Design x_500_mod_53_loader, sky130hd; sources not shown.
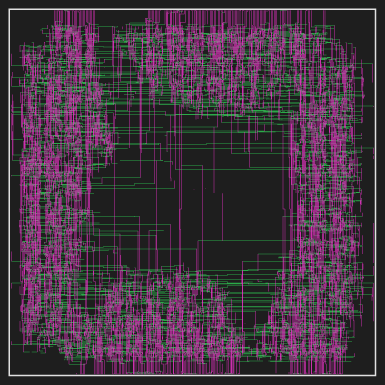
**Above:** signal wires by layer.
Drawn at 1.5 px/um. Two of the layers only.
legend:
  metal 2:
    color: magenta
    wire_length: 38.4 mm
  metal 1:
    color: green
    wire_length: 30.6 mm
all-layer global routing usage: 0.2784
WL per Instance: 28.89 um
total number of vias: 19123
final wirelength: 87560 um

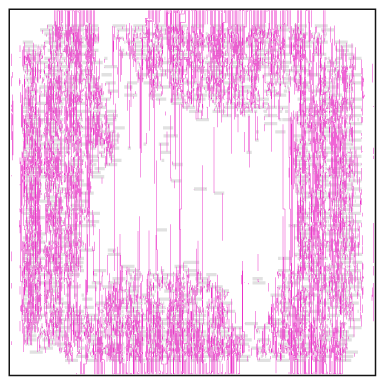
**Above:** M2 wires.
Drawn at 1.5 px/um. Cells faint in the background.
nets with wire on the layer: 1840
longest straight run: 113 um
share of all routed wire: 44%
grt met2 use: 0.4091

==> CHANGELOG.md <==
## Flow update

* XORs/XNORs by Area at 0
* Largest register FFs at about 500
* Final Hold Violation Tally at 515
* Most area-hungry cell type in the Yosys netlist: sky130_fd_sc_hd__dfrtp_1
* Quantity of hold-fixing buffers added after cts at ~73
* Net total in the final layout at around 2400
* Number of multi-input logic gates at between 1500 and 2000
* Root cell of the clock tree: sky130_fd_sc_hd__clkbuf_16
* Port Buffer Count at 0
* Stage-log warning count at 34
* Synth Area in Adders at 0.002311
* Type of element launching the critical path: register
* Setup repair after global routing missed its margin: false
* Yosys stat cell total at roughly 2400
* Slowest library cell on the worst path: sky130_fd_sc_hd__dfrtp_2
* Number of global-route vias before repair at 17812
* Clock period minus final worst setup slack at about 1.8 ns
* Switching part of the total power at 0.5192
* Reg2Reg Depth at 7
* Largest fanout on the critical path at 8
* Area share of buffers outside the clock network at 0.09218
* Reg-to-reg slack, setup at ~0.080 ns
* Clock-cell share at 0.06843
* Req. time, crit path at 1.71 ns
* Pin count of the biggest net entering global routing at just over 500
* Minimum hold slack at -0.7178 ns
* Number of different library cells in the post-synthesis netlist at 39
* Number of instances in the synthesized netlist at around 2400
* Global-route congestion overflow total at 0
* Outcome: complete, but fails checks
* Detailed-route vias per instance at 6.309
* H-tree levels at 2
* Gp weighted congestion at around 0.81
* Number of warnings issued by yosys at 0
* Footprint of the flip-flops and latches at 12890 um2
* Number of buffers created by CTS at approximately 52
* Most used logic cell in the final layout: sky130_fd_sc_hd__dfrtp_1
* Failing checks: negative hold slack, max-slew violations
* Number of storage elements in the synthesis netlist at 515
* Number of max-cap violations at 0
* Starting density of the core at 0.4230
* Cell chain of the critical path: buf_4, nor3b_2, buf_6
* Category of the worst setup path capture point: output port
* Count of pins over their slew limit at between 200 and 300
* Area occupied by multi-input gates at ~7600 um2
* PwrDens at around 1800 nW/um2
* Internal Pwr Total at between 20000 and 25000 uW
* Flop Count at between 500 and 600
* Critical path buffers and inverters at 2
* Synthesized area per cell at around 9 um2
* Class of the tightest hold or removal check: in -> async
* Synthesized netlist net count at 2398
* Setup TNS after final layout at 0 ns
* Late-Pin Clk Latency at ~0.60 ns
* ANT cells at 3
* TritonCTS Sinks at about 520
* Power share of the sequential group at 0.615
* Highest achievable clock rate at ~0.55 GHz
* Highest ir drop seen on vdd at just under 1000 uV
* Part of the total power dissipated in combinational logic at 0.162
* Seq/total area at 0.5075
* Area grow syn2layout at 17.26%
* Share of the clock period used by the worst path at 0.9646
* Count of non-CTS buffers in the layout at between 150 and 200
* Area share of and/or/nand/nor cells after synthesis at 0.2121
* Number of placement rows at just over 80
* Worst slew margin relative to its limit at -0.5163
* # Taps at approximately 680
* Critical path class: reg -> out
* Core occupancy in the finished layout at 0.4960
* Number of ordinary inverters in the final layout at 3
* Number of fill cells in the layout at between 4000 and 5000
* Worst setup skew after layout at approximately 0.018 ns
* Detailed-route DRC error count at 0
* Family of cells with the greatest summed delay on the critical path: flip-flops
* Floorplan Core Area at between 50000 and 60000 um2
* First drt pass iteration count at 8
* Largest class: sequential cells
* AO/OA Area Share at 0.1168
* Area figure in the yosys stat output at ~22000 um2
* Top library cells by usage in the layout, fill and taps aside: sky130_fd_sc_hd__dfrtp_1 (514), sky130_fd_sc_hd__nand2_1 (498), sky130_fd_sc_hd__nand3_1 (463)
* Top cells, area: sky130_fd_sc_hd__dfrtp_1 (60%), sky130_fd_sc_hd__nand3_1 (11%), sky130_fd_sc_hd__o21ai_0 (10%)
* Initial antenna violation count at 4
* Layout cell share with drive strength beyond 1 at 0.1052
* Number of antenna-violating nets in the routed design at 0
* Share of synthesized area spent on multiplexers at 0.01560
* Top cell area share at 0.5950
* Pleak at between 0.01 and 0.015 uW
* Total of clock buffers placed in the layout at around 72
* Horizontal die dimension at roughly 240 um
* Data arrival time of the critical path at around 1.6 ns
* Tightest Pin Transition at about 2.3 ns
* Clk pin slew, worst setup/hold paths at 0.06 ns
* Buffer depth of the longest clock path at 3
* DR iter-0 viols at approximately 2500
* Critical path depth at 3
* CP max stage delay at ~0.45 ns
* Share of the yosys chip area belonging to registers at 0.5950
* Number of endpoints failing setup at the final stage at 0
* CTS tree: yes
* Half-perimeter wire length of the detailed placement result at about 50000 um
* Count of boundary I/O pins at around 550
* Dominant kind of combinational cell: simple AND/OR/NAND/NOR gates
* Area of the die at 59090 um2
* Wire length of the first global-routing pass at between 100000 and 150000 um
* Clk network pwr share at 0.223
* Synthesized area at around 22000 um2
* Comb area share at 0.2976
* Reported net switching power at 24260 uW
* Die Span Y at around 240 um
cells in the mapped netlist, drive strengths merged:
cell type,number
and4b,1
inv,3
nand2,499
nand3,463
or3b,1
nor4,2
o21a,1
o21ai,477
nand3b,1
a32o,1
a21oi,22
mux2i,27
and2b,1
mux2,6
or4,1
ha,4
and2,16
and3,1
and4bb,4
nand4,15
nor2b,2
buf,147
nor4b,1
nor2,6
nand2b,2
nor3,3
nor3b,2
o211ai,1
nand4b,1
dfrtp,515
clkbuf,124
o31ai,1
power groups by stage:
stage	Combinational, uW	Sequential, uW	Clock, uW
floorplan	4790	27400	0
global placement	6190	28800	0
detailed placement	6530	28900	0
CTS	7200	28700	10500
global route	8360	29000	10900
finish	7590	28700	10400
layer usage:
layer  part of all wire  vias up  GRT usage  wire (um)
met1               0.35     9469     0.3467      30610
li1                   -     7883          -          -
met2               0.44     1478     0.4091      38430
met4              0.061        0     0.1437       5324
met3               0.15      293     0.1193      13190
met5                  0        -          0          0
timing repair:
item	CTS	global route
cloned	0	2
setup buffers	0	14
hold endpoints to repair	1027	515
pin swaps	1	4
endpoints found under the setup margin	7	323
resized	1	6
cell families after synthesis:
logic type | count (synthesis)
AOI/OAI and AO/OA | 503
and+or+nand+nor | 1022
adders and majority gates | 4
muxes | 33
buffers and inverters | 274
DFF | 515
metrics by stage:
step / total power [uW] / worst slack, ns / hold slack (ns) / instances / area [um2]
final: 46730 / 0.06720 / -0.7178 / 3031 / 25400
after floorplan: 32210 / 0.01813 / -0.1056 / 2351 / 21660
after global routing: 48320 / 0.004834 / -0.7325 / 3030 / 25390
after global placement: 35040 / 0.05988 / -0.08800 / 2847 / 22360
after CTS: 46430 / 0.0003548 / -0.7351 / 3012 / 25150
after detailed placement: 35430 / 0.004516 / -0.09128 / 2847 / 22360
Power and IR drop assume default switching activity.
